--- config.mk ---
export PLATFORM = sky130hd
export DESIGN_NAME = control_unit_flat
export DESIGN_NICKNAME = d
export VERILOG_FILES = /design/src/rtl/control_unit_if.sv /design/src/rtl/control_unit.sv /design/src/flat_wrapper.sv
export SDC_FILE = /design/constraint.sdc
export NUM_CORES = 1
export LEC_CHECK = 0
export CORE_UTILIZATION = 33
export DETAILED_ROUTE_END_ITERATION = 12
export GPL_ROUTABILITY_DRIVEN = 0
export PLACE_DENSITY = 0.85
export SKIP_LAST_GASP = 1
export SYNTH_ARGS = -nofsm -noshare
export SYNTH_HDL_FRONTEND = slang
export SYNTH_SLANG_ARGS = --single-unit
export TNS_END_PERCENT = 20
--- constraint.sdc ---
create_clock -name Clk -period 3.7 [get_ports Clk]
set_input_delay 1.11 -clock Clk [delete_from_list [all_inputs] [get_ports Clk]]
set_output_delay 1.11 -clock Clk [all_outputs]
set_load 0.01 [all_outputs]
--- src/rtl/control_unit_if.sv ---
// Control bus between control_unit and the datapath: instruction in, datapath
// control and debug state out. The control unit is the master side.
interface control_unit_if #(
  parameter int DADDR_W = 8
) ();
  logic [15:0]        IR;
  logic               PC_Clr;
  logic               PC_Up;
  logic               IR_Ld;
  logic [DADDR_W-1:0] D_Addr;
  logic               D_Wr;
  logic               RF_s;
  logic [3:0]         RF_W_Addr;
  logic [3:0]         RF_Ra_Addr;
  logic [3:0]         RF_Rb_Addr;
  logic               RF_W_En;
  logic [2:0]         ALU_s0;
  logic [3:0]         State;
  logic [3:0]         NextState;
  logic               Halted;

  modport master (
    input  IR,
    output PC_Clr, PC_Up, IR_Ld, D_Addr, D_Wr, RF_s,
           RF_W_Addr, RF_Ra_Addr, RF_Rb_Addr, RF_W_En, ALU_s0,
           State, NextState, Halted
  );

  modport slave (
    output IR,
    input  PC_Clr, PC_Up, IR_Ld, D_Addr, D_Wr, RF_s,
           RF_W_Addr, RF_Ra_Addr, RF_Rb_Addr, RF_W_En, ALU_s0,
           State, NextState, Halted
  );
endinterface

--- src/rtl/control_unit.sv ---
// Multi-cycle processor control FSM (fetch/decode/execute, Moore outputs plus IR fields).
// Optional CTRL_SINGLE_STEP_EN adds a Step input that gates each Fetch.
module control_unit #(
  parameter int DADDR_W = 8
) (
  input  logic           Clk,
  input  logic           Reset,
`ifdef CTRL_SINGLE_STEP_EN
  input  logic           Step,
`endif
  control_unit_if.master bus
);

  typedef enum logic [3:0] {
    S_INIT   = 4'd0,
    S_FETCH  = 4'd1,
    S_DECODE = 4'd2,
    S_NOOP   = 4'd3,
    S_LOADA  = 4'd4,
    S_LOADB  = 4'd5,
    S_STORE  = 4'd6,
    S_ADD    = 4'd7,
    S_SUB    = 4'd8,
    S_HALT   = 4'd9
  } state_t;

  typedef enum logic [3:0] {
    OP_NOOP  = 4'd0,
    OP_STORE = 4'd1,
    OP_LOAD  = 4'd2,
    OP_ADD   = 4'd3,
    OP_SUB   = 4'd4,
    OP_HALT  = 4'd5
  } opcode_t;

  state_t  state;
  state_t  nxt;
  logic    fetch_go;
  logic [3:0] opcode;

  assign opcode = bus.IR[15:12];

`ifdef CTRL_SINGLE_STEP_EN
  assign fetch_go = Step;
`else
  assign fetch_go = 1'b1;
`endif

  always_ff @(posedge Clk or negedge Reset) begin
    if (!Reset) state <= S_INIT;
    else        state <= nxt;
  end

  always_comb begin
    nxt = S_INIT;
    case (state)
      S_INIT:   nxt = S_FETCH;
      S_FETCH:  nxt = fetch_go ? S_DECODE : S_FETCH;
      S_DECODE: begin
        case (opcode)
          OP_NOOP:  nxt = S_NOOP;
          OP_STORE: nxt = S_STORE;
          OP_LOAD:  nxt = S_LOADA;
          OP_ADD:   nxt = S_ADD;
          OP_SUB:   nxt = S_SUB;
          OP_HALT:  nxt = S_HALT;
          default:  nxt = S_NOOP;
        endcase
      end
      S_LOADA:  nxt = S_LOADB;
      S_NOOP, S_LOADB, S_STORE, S_ADD, S_SUB: nxt = S_FETCH;
      S_HALT:   nxt = S_HALT;
      default:  nxt = S_INIT;
    endcase
  end

  // Debug NextState reports Init while reset is held, since that is what State will hold.
  assign bus.State     = state;
  assign bus.NextState = Reset ? nxt : S_INIT;

  always_comb begin
    bus.PC_Clr     = 1'b0;
    bus.PC_Up      = 1'b0;
    bus.IR_Ld      = 1'b0;
    bus.D_Addr     = '0;
    bus.D_Wr       = 1'b0;
    bus.RF_s       = 1'b0;
    bus.RF_W_Addr  = '0;
    bus.RF_Ra_Addr = '0;
    bus.RF_Rb_Addr = '0;
    bus.RF_W_En    = 1'b0;
    bus.ALU_s0     = 3'b000;
    bus.Halted     = 1'b0;
    case (state)
      S_INIT: bus.PC_Clr = 1'b1;
      S_FETCH: begin
        bus.IR_Ld = fetch_go;
        bus.PC_Up = fetch_go;
      end
      S_LOADA: begin
        bus.D_Addr    = bus.IR[DADDR_W+3:4];
        bus.RF_W_Addr = bus.IR[3:0];
      end
      // Synchronous RAM data is valid one cycle after the address, so the write lands here.
      S_LOADB: begin
        bus.D_Addr    = bus.IR[DADDR_W+3:4];
        bus.RF_W_Addr = bus.IR[3:0];
        bus.RF_s      = 1'b1;
        bus.RF_W_En   = 1'b1;
      end
      S_STORE: begin
        bus.RF_Ra_Addr = bus.IR[11:8];
        bus.D_Addr     = bus.IR[DADDR_W-1:0];
        bus.ALU_s0     = 3'b000;
        bus.D_Wr       = 1'b1;
      end
      S_ADD, S_SUB: begin
        bus.RF_Ra_Addr = bus.IR[11:8];
        bus.RF_Rb_Addr = bus.IR[7:4];
        bus.RF_W_Addr  = bus.IR[3:0];
        bus.RF_W_En    = 1'b1;
        bus.ALU_s0     = (state == S_ADD) ? 3'b001 : 3'b010;
      end
      S_HALT: bus.Halted = 1'b1;
      default: ;
    endcase
  end

endmodule

--- src/flat_wrapper.sv ---
// flat-port wrapper written by rule: the top's interface ports become plain ports
module control_unit_flat 
#(
  parameter int DADDR_W = 8
)
  (Clk, Reset, bus_IR, bus_PC_Clr, bus_PC_Up, bus_IR_Ld, bus_D_Addr, bus_D_Wr, bus_RF_s, bus_RF_W_Addr, bus_RF_Ra_Addr, bus_RF_Rb_Addr, bus_RF_W_En, bus_ALU_s0, bus_State, bus_NextState, bus_Halted);
  control_unit_if #(.DADDR_W(DADDR_W)) bus_i ();
  input  logic Clk;
  input  logic Reset;
  input wire logic [$bits(bus_i.IR)-1:0] bus_IR;
  output wire logic [$bits(bus_i.PC_Clr)-1:0] bus_PC_Clr;
  output wire logic [$bits(bus_i.PC_Up)-1:0] bus_PC_Up;
  output wire logic [$bits(bus_i.IR_Ld)-1:0] bus_IR_Ld;
  output wire logic [$bits(bus_i.D_Addr)-1:0] bus_D_Addr;
  output wire logic [$bits(bus_i.D_Wr)-1:0] bus_D_Wr;
  output wire logic [$bits(bus_i.RF_s)-1:0] bus_RF_s;
  output wire logic [$bits(bus_i.RF_W_Addr)-1:0] bus_RF_W_Addr;
  output wire logic [$bits(bus_i.RF_Ra_Addr)-1:0] bus_RF_Ra_Addr;
  output wire logic [$bits(bus_i.RF_Rb_Addr)-1:0] bus_RF_Rb_Addr;
  output wire logic [$bits(bus_i.RF_W_En)-1:0] bus_RF_W_En;
  output wire logic [$bits(bus_i.ALU_s0)-1:0] bus_ALU_s0;
  output wire logic [$bits(bus_i.State)-1:0] bus_State;
  output wire logic [$bits(bus_i.NextState)-1:0] bus_NextState;
  output wire logic [$bits(bus_i.Halted)-1:0] bus_Halted;
  assign bus_i.IR = bus_IR;
  assign bus_PC_Clr = bus_i.PC_Clr;
  assign bus_PC_Up = bus_i.PC_Up;
  assign bus_IR_Ld = bus_i.IR_Ld;
  assign bus_D_Addr = bus_i.D_Addr;
  assign bus_D_Wr = bus_i.D_Wr;
  assign bus_RF_s = bus_i.RF_s;
  assign bus_RF_W_Addr = bus_i.RF_W_Addr;
  assign bus_RF_Ra_Addr = bus_i.RF_Ra_Addr;
  assign bus_RF_Rb_Addr = bus_i.RF_Rb_Addr;
  assign bus_RF_W_En = bus_i.RF_W_En;
  assign bus_ALU_s0 = bus_i.ALU_s0;
  assign bus_State = bus_i.State;
  assign bus_NextState = bus_i.NextState;
  assign bus_Halted = bus_i.Halted;
  control_unit #(.DADDR_W(DADDR_W)) u_core (.Clk(Clk), .Reset(Reset), .bus(bus_i));
endmodule
==> results.sh <==
# yosys + openroad results
export IMPL_core_um2=1750
export IMPL_cp_endpoint="bus_NextState[3]"
export IMPL_violations="negative setup slack"
export IMPL_critPathCaptureType="output pin"
export IMPL_cellPowerDensity_nw_per_um2=427
export IMPL_setup_ws_ns=-0.169
export IMPL_p_leak_uw=0.000506
export IMPL_async_flop_share_pct=100
export IMPL_hold_depth=2
export IMPL_synth_edff_count=0
export IMPL_topCellsByArea="dfrtp_1 (16%), nor2_1 (9.7%), a22oi_1 (8.5%)"
export IMPL_cp_arrival_ns=2.76
export IMPL_ys_sh_simple_pct=46.6
export IMPL_relSlewSlack_pct=60.8
export IMPL_layout_nets=161
export IMPL_worst_slew_pin_slew_ns=0.589
export IMPL_path_clk_slew_ns=0.04
export IMPL_pin_count=56
export IMPL_grt_pass1_wl_mm=3.33
export IMPL_hold_path_end="u_core.bus.State[1]$_DFF_PN0_"
export IMPL_top_power_group="combinational cells"
export IMPL_ys_flops=4
export IMPL_cp_start_kind="input port"
export IMPL_outcome="finished, violations left"
export IMPL_area_growth_synth_to_final_pct=94.0
export IMPL_cpPeakStageDelay_ns=0.55
export IMPL_post_cts_buffers=0
export IMPL_synthCells=86
export IMPL_setup_viol=2
export IMPL_r2r_end="u_core.bus.State[2]$_DFF_PN0_"
export IMPL_startpoint="bus_IR[14]"
export IMPL_drt_pass1_iterations=4
export IMPL_post_drt_wl_per_cell_um=13.0
export IMPL_gr_total_overflow=0
==> per-layer routing <==
layer,track usage (%),wire length [um],vias up
met1,22.3,823,410
met5,0,0,-
li1,-,-,413
met3,5.60,257,2
met2,42.3,1070,51
met4,6.06,12,0
==> stage by stage <==
step	cells	cell area [um^2]	hold WS (ns)	setup TNS [ns]	power, uW
floorplan	86	621	0.678	0	309
global placement	163	1180	0.677	-0.850	461
detailed placement	163	1180	0.682	-0.891	463
CTS	166	1200	0.700	-0.451	517
global route	166	1200	0.758	-0.390	557
finish	166	1200	0.710	-0.257	514
==> final cells by class <==
cell class              instances  area, um^2
clock buffers                   3        22.5
fillers                       154         542
inverters                       4        15.0
multi-input cells              71         457
flip-flops and latches          4         100
well taps                      25        31.3
repair buffers                 59         578
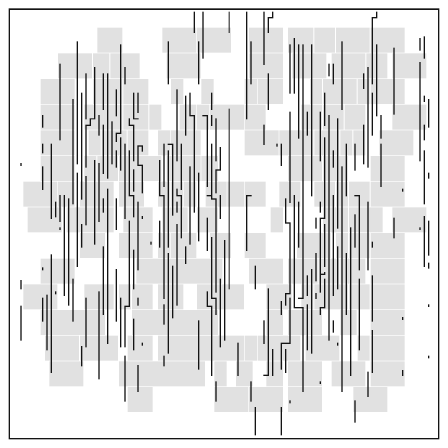
met2.png
share of all routed wire = 49%
main direction = vertical
longest straight run = 26.9 um
wire length on this layer = 1070 um

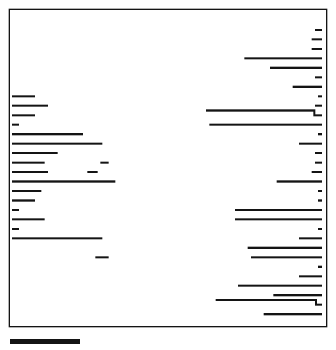
met3.png
Bar = 10 um.
wire length on this layer = 258 um
share of all routed wire = 12%
main direction = horizontal
nets with wire on the layer = 49
longest straight run = 15.9 um

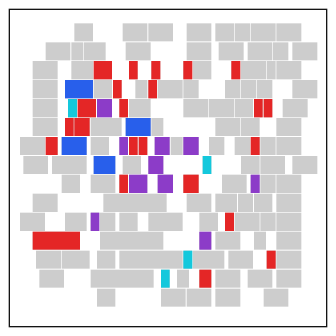
gate_families.png
AND-OR and OR-AND gates -> blue  # cells 4, where west
NOR gates -> red  # cells 23
inverters -> cyan  # cells 4
NAND gates -> purple  # cells 10, where center
combinational share of cell area: 37.9%
top logic cell by instance count in the layout: clkdlybuf4s50_1
Finished Layout Cells: 166

Power is estimated from default activity; no workload was simulated.
